### Close-up of the layout, run 1

Scale bar: 10 um. Window x 54 to 84, y 54 to 84 um. Cells in grey, sequential cells in the stronger grey; small squares are vias.
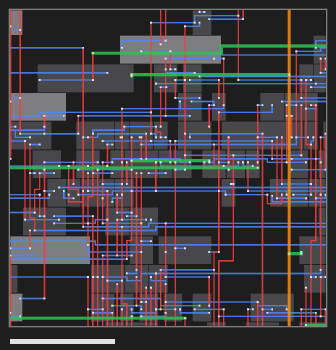
### Signal wires by layer, run 1

Only two layers are drawn.
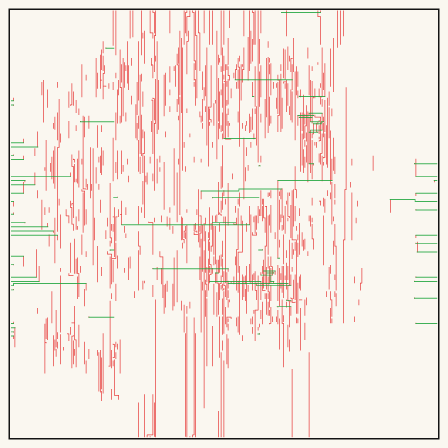
### Clock wiring as the flow saved it, run 1

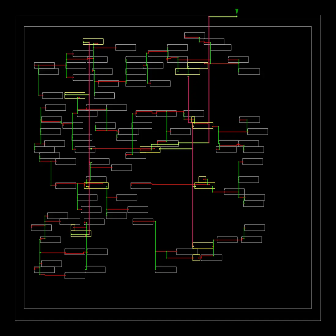
[src/rtl/mouse_pkg.sv]
// Shared definitions for the PS/2 mouse packet decoder: frame layout,
// status-byte fields, FSM encoding and delta saturation helper.
package mouse_pkg;

  localparam int FRM_START    = 10;
  localparam int FRM_DATA_MSB = 9;
  localparam int FRM_DATA_LSB = 2;
  localparam int FRM_PARITY   = 1;
  localparam int FRM_STOP     = 0;

  localparam int BTN_L = 0;
  localparam int BTN_R = 1;
  localparam int BTN_M = 2;
  localparam int SYNC  = 3;
  localparam int XSIGN = 4;
  localparam int YSIGN = 5;
  localparam int XOVF  = 6;
  localparam int YOVF  = 7;

  localparam int DELTA_MAX = 255;
  localparam int DELTA_MIN = -256;

  typedef enum logic [2:0] {
    IDLE   = 3'd0,
    CHECK  = 3'd1,
    APPLY  = 3'd2,
    REJECT = 3'd3,
    HOLD   = 3'd4
  } state_t;

  // An overflowed axis reports its extreme value in the direction of its sign.
  function automatic logic signed [8:0] decodeDelta(input logic sign, input logic ovf,
                                                    input logic [7:0] mag);
    if (ovf) begin
      return sign ? 9'(DELTA_MIN) : 9'(DELTA_MAX);
    end
    return {sign, mag};
  endfunction

endpackage

[src/rtl/ps2_frame_check.sv]
// Combinational check of one 11-bit PS/2 frame: start, stop and odd parity,
// plus extraction of the data byte (first-arriving bit is the LSB).
module ps2_frame_check
  import mouse_pkg::*;
(
  input  logic [10:0] i_frame,
  output logic [7:0]  o_data,
  output logic        o_ok
);

  always_comb begin
    o_data = '0;
    for (int i = 0; i <= FRM_DATA_MSB - FRM_DATA_LSB; i++) begin
      o_data[i] = i_frame[FRM_DATA_MSB - i];
    end
  end

  assign o_ok = ~i_frame[FRM_START] & i_frame[FRM_STOP] &
                (^i_frame[FRM_DATA_MSB:FRM_PARITY]);

endmodule

[src/rtl/mouse_packet_decoder.sv]
// Decodes a latched three-frame PS/2 mouse packet into buttons, deltas and a
// screen-clamped cursor position; rejected packets are counted.
module mouse_packet_decoder
  import mouse_pkg::*;
#(
  parameter int SCREEN_W = 640,
  parameter int SCREEN_H = 480,
  parameter int XW       = 10,
  parameter int YW       = 9,
  parameter int X_INIT   = 320,
  parameter int Y_INIT   = 240
) (
  input  logic          ck,
  input  logic          reset,
  input  logic          valid,
  input  logic [32:0]   mouseData,
  output logic [2:0]    buttons,
  output logic [XW-1:0] pos_x,
  output logic [YW-1:0] pos_y,
  output logic [8:0]    dx,
  output logic [8:0]    dy,
  output logic          update,
  output logic          frame_err,
  output logic [7:0]    err_count
);

  localparam logic signed [XW+1:0] X_LIMIT = (XW+2)'(SCREEN_W - 1);
  localparam logic signed [YW+1:0] Y_LIMIT = (YW+2)'(SCREEN_H - 1);

  state_t      r_state;
  logic [32:0] r_packet;

  logic [7:0] w_status;
  logic [7:0] w_xByte;
  logic [7:0] w_yByte;
  logic       w_ok0;
  logic       w_ok1;
  logic       w_ok2;
  logic       w_packetOk;

  logic signed [8:0]    w_dx;
  logic signed [8:0]    w_dy;
  logic signed [XW+1:0] w_sumX;
  logic signed [YW+1:0] w_sumY;
  logic [XW-1:0]        w_nextX;
  logic [YW-1:0]        w_nextY;

  ps2_frame_check u_frame0 (.i_frame(r_packet[32:22]), .o_data(w_status), .o_ok(w_ok0));
  ps2_frame_check u_frame1 (.i_frame(r_packet[21:11]), .o_data(w_xByte),  .o_ok(w_ok1));
  ps2_frame_check u_frame2 (.i_frame(r_packet[10:0]),  .o_data(w_yByte),  .o_ok(w_ok2));

  assign w_packetOk = w_ok0 & w_ok1 & w_ok2 & w_status[SYNC];

  assign w_dx = decodeDelta(w_status[XSIGN], w_status[XOVF], w_xByte);
  assign w_dy = decodeDelta(w_status[YSIGN], w_status[YOVF], w_yByte);

  // Screen Y grows downward while the mouse reports up as positive.
  assign w_sumX = $signed({2'b00, pos_x}) + $signed({{(XW-7){w_dx[8]}}, w_dx});
  assign w_sumY = $signed({2'b00, pos_y}) - $signed({{(YW-7){w_dy[8]}}, w_dy});

  always_comb begin
    w_nextX = w_sumX[XW-1:0];
    if (w_sumX[XW+1]) begin
      w_nextX = '0;
    end else if (w_sumX > X_LIMIT) begin
      w_nextX = X_LIMIT[XW-1:0];
    end
  end

  always_comb begin
    w_nextY = w_sumY[YW-1:0];
    if (w_sumY[YW+1]) begin
      w_nextY = '0;
    end else if (w_sumY > Y_LIMIT) begin
      w_nextY = Y_LIMIT[YW-1:0];
    end
  end

  // HOLD waits for valid to fall so each valid assertion decodes exactly once.
  always_ff @(posedge ck or negedge reset) begin
    if (!reset) begin
      r_state   <= IDLE;
      r_packet  <= '0;
      buttons   <= '0;
      pos_x     <= XW'(X_INIT);
      pos_y     <= YW'(Y_INIT);
      dx        <= '0;
      dy        <= '0;
      update    <= 1'b0;
      frame_err <= 1'b0;
      err_count <= '0;
    end else begin
      update    <= 1'b0;
      frame_err <= 1'b0;
      case (r_state)
        IDLE: begin
          if (valid) begin
            r_packet <= mouseData;
            r_state  <= CHECK;
          end
        end
        CHECK: begin
          r_state <= w_packetOk ? APPLY : REJECT;
        end
        APPLY: begin
          buttons <= {w_status[BTN_M], w_status[BTN_R], w_status[BTN_L]};
          dx      <= w_dx;
          dy      <= w_dy;
          pos_x   <= w_nextX;
          pos_y   <= w_nextY;
          update  <= 1'b1;
          r_state <= HOLD;
        end
        REJECT: begin
          frame_err <= 1'b1;
          if (err_count != 8'hFF) begin
            err_count <= err_count + 8'd1;
          end
          r_state <= HOLD;
        end
        HOLD: begin
          if (!valid) begin
            r_state <= IDLE;
          end
        end
        default: begin
          r_state <= IDLE;
        end
      endcase
    end
  end

endmodule

[config.mk]
export PLATFORM = sky130hd
export DESIGN_NAME = mouse_packet_decoder
export DESIGN_NICKNAME = d
export VERILOG_FILES = /design/src/rtl/mouse_pkg.sv /design/src/rtl/ps2_frame_check.sv /design/src/rtl/mouse_packet_decoder.sv
export SDC_FILE = /design/constraint.sdc
export NUM_CORES = 1
export LEC_CHECK = 0
export CORE_MARGIN = 4
export CORE_UTILIZATION = 30
export CTS_CLUSTER_SIZE = 8
export DETAILED_ROUTE_END_ITERATION = 10
export REMOVE_ABC_BUFFERS = 1
export SLEW_MARGIN = 20
export SYNTH_ARGS = -nofsm -noshare
export SYNTH_HDL_FRONTEND = slang
export SYNTH_HIERARCHICAL = 1
export SYNTH_SLANG_ARGS = --single-unit
[constraint.sdc]
create_clock -name ck -period 11.2 [get_ports ck]
set_input_delay 2.24 -clock ck [delete_from_list [all_inputs] [get_ports ck]]
set_output_delay 2.24 -clock ck [all_outputs]
set_load 0.01 [all_outputs]
==> results.cfg, run 1 <==
; generated from flow reports
[power_and_ir_drop]
comb_cell_power_mw = 1.38
clock_power_share = 0.128
relative_contribution_of_sequential_cells_to_total_power = 0.274

[critical_path]
setup.worst_path.start_class = flip-flop
worstReg2RegStart = r_packet[27]
ff2ff_path_depth = 12
largest_fanout_on_the_critical_path = 13
critPathArrivalTime_ns = 4.43
max_stage_delay_ns = 0.65
critical_path.cell_chain = nand2b_1, o21ai_0, ha_1, a21o_1, a21oi_1, o21ai_0, a211oi_1, o21bai_1, xor2_1, nor2_1, o21a_1, a221o_1
cpMaxStageDelayCell = sky130_fd_sc_hd__dfrtp_1

[clock_network]
buffer_levels_on_the_longest_clock_path = 2
cts_root_buf = sky130_fd_sc_hd__clkbuf_16

[yosys]
synthesis.instances = 486
yosysTopAreaCellShare = 0.392

[layout]
layout.buffer.nonclock.area_share = 0.139
logic_gates = 332

[outcome]
outcome = finished, final reports clean

[route]
final_wirelength_um = 12200
dr.pass1.iters = 4

[job]
drv_cap = 0

[timing]
setup-violations-final = 0

[global_routing]
grt_util_met1 = 0.174
antenna_found_initial = 0
grt.busiest_layer = met2
via_count_of_the_first_global_routing_pass = 3871

[placement]
place_hpwl_um = 9120

[floorplanning]
n_tap_cell = 220
Notes on 'Close-up of the layout' above:
Blue stands for met1. Green stands for met3. Red stands for met2. Orange stands for met4.
Sequential cells in the window: 3. 54 logic cells have their middle in the window. Most frequent: nand2_1 (6), nor2b_1 (5), a21oi_1 (5).

Notes on 'Signal wires by layer' above:
Red stands for met2, wire length 5780 um. Green stands for met3, wire length 543 um.
average wire per standard cell: 15.9 um
DR vias: 3732
overall fraction of global-route tracks in use: 0.131

Notes on 'Clock wiring as the flow saved it' above:
number of sequential cells: 86
clock network power: 0.297 mW
number of buffers created by CTS: 9
# clk buffers: 10

==> run 1: worst reg2reg max path, cell delays in order, from the launching register on <==
cell and delay, ns:
sky130_fd_sc_hd__dfrtp_1 0.65, sky130_fd_sc_hd__nand2b_1 0.29, sky130_fd_sc_hd__o21ai_0 0.24, sky130_fd_sc_hd__ha_1 0.35, sky130_fd_sc_hd__a21o_1 0.15, sky130_fd_sc_hd__a21oi_1 0.22, sky130_fd_sc_hd__o21ai_0 0.27, sky130_fd_sc_hd__a211oi_1 0.41
sky130_fd_sc_hd__o21bai_1 0.20, sky130_fd_sc_hd__xor2_1 0.20, sky130_fd_sc_hd__nor2_1 0.54, sky130_fd_sc_hd__o21a_1 0.40, sky130_fd_sc_hd__a221o_1 0.17
==> inputs of run 2 (changes only) <==
- clock period: 11.2 -> 3.89 ns (I/O delays scaled with it)
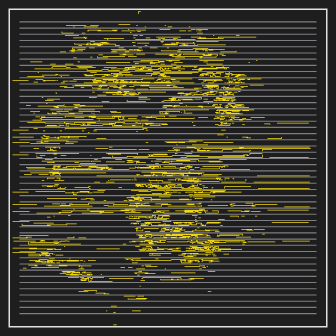
*The metal 1 layer, run 2*
Supply wires on this layer in grey.
The layer carries 5840 um of wire. The longest straight run is 53.8 um. The wires run mostly horizontal. 556 nets have wire on it.
DR vias: 3786
final wirelength: 12400 um
M1 GR Usage: 0.183

==> results.cfg, run 2 <==
; generated from flow reports
[critical_path]
ff2ff_path_depth = 13
critical_path.cell_chain = nand2b_1, o21ai_0, ha_1, fa_1, a21o_1, a21oi_1, o21ai_0, nand2_1, nand4_1, a2111oi_0, a311oi_1, nor3_1, a22o_1
max_stage_delay_ns = 0.49
largest_fanout_on_the_critical_path = 11
worstReg2RegStart = r_packet[25]
setup.worst_path.start_class = flip-flop
critPathArrivalTime_ns = 3.87

[yosys]
synthesis.instances = 486
yosysTopAreaCellShare = 0.392

[global_routing]
grt.busiest_layer = met2
grt.met2_usage = 0.205
antenna_found_initial = 0

[clock_network]
cts_root_buf = sky130_fd_sc_hd__clkbuf_16
cts.htree.levels = 3

[power_and_ir_drop]
comb_cell_power_mw = 4.10
relative_contribution_of_sequential_cells_to_total_power = 0.258
pg_clk_mw = 0.959
clock_power_share = 0.141

[placement]
place_hpwl_um = 9300

[job]
drv_cap = 0

[route]
antenna_left = 0
dr.pass1.iters = 4
wire_per_inst_um = 16.0

[outcome]
outcome = finished, final reports clean

[timing]
setup-violations-final = 0
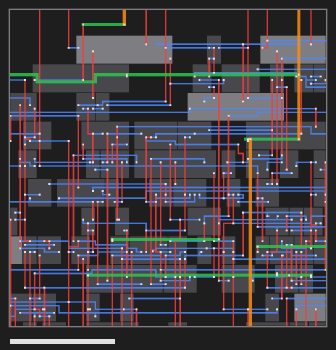
*Close-up of the layout, run 2*
Scale bar: 10 um. Window x 54 to 84, y 54 to 84 um. Cells in grey, sequential cells in the stronger grey; small squares are vias.
Red stands for met2. Green stands for met3. Orange stands for met4. Blue stands for met1.
Netlist names of flops here include dy (2), pos_y (1). Sequential cells in the window: 3. Most frequent: nand2_1 (11), inv_1 (7), and3_1 (6). 63 logic cells have their middle in the window.

run 2: kinds of logic (layout without fill, tap and decap cells):
group	Yosys count	in the layout	synth area share
simple gates	113	113	0.110
mux	48	48	0.105
fa+ha+maj	23	23	0.0580
flops	86	86	0.423
compound gates	108	108	0.147
buf+inv	68	137	0.0713
xor+xnor	40	40	0.0862
run 2: layout make-up:
type,count,area [um2]
clock buffer,9,225
timing repair buffer,94,920
tap,220,275
clock inverter,7,106
inverter,27,101
fill,1618,10300
sequential,86,2160
multi-input combinational,332,2590
run 2: stage by stage:
step / setup WS [ns] / util
2_1_floorplan: 0.172 / -
4_1_cts: 0.364 / 0.383
5_1_grt: 0.00597 / 0.383
3_3_place_gp: 0.509 / 0.363
6_report: 0.301 / 0.383
3_5_place_dp: 0.388 / 0.363
Power and IR drop assume default switching activity.
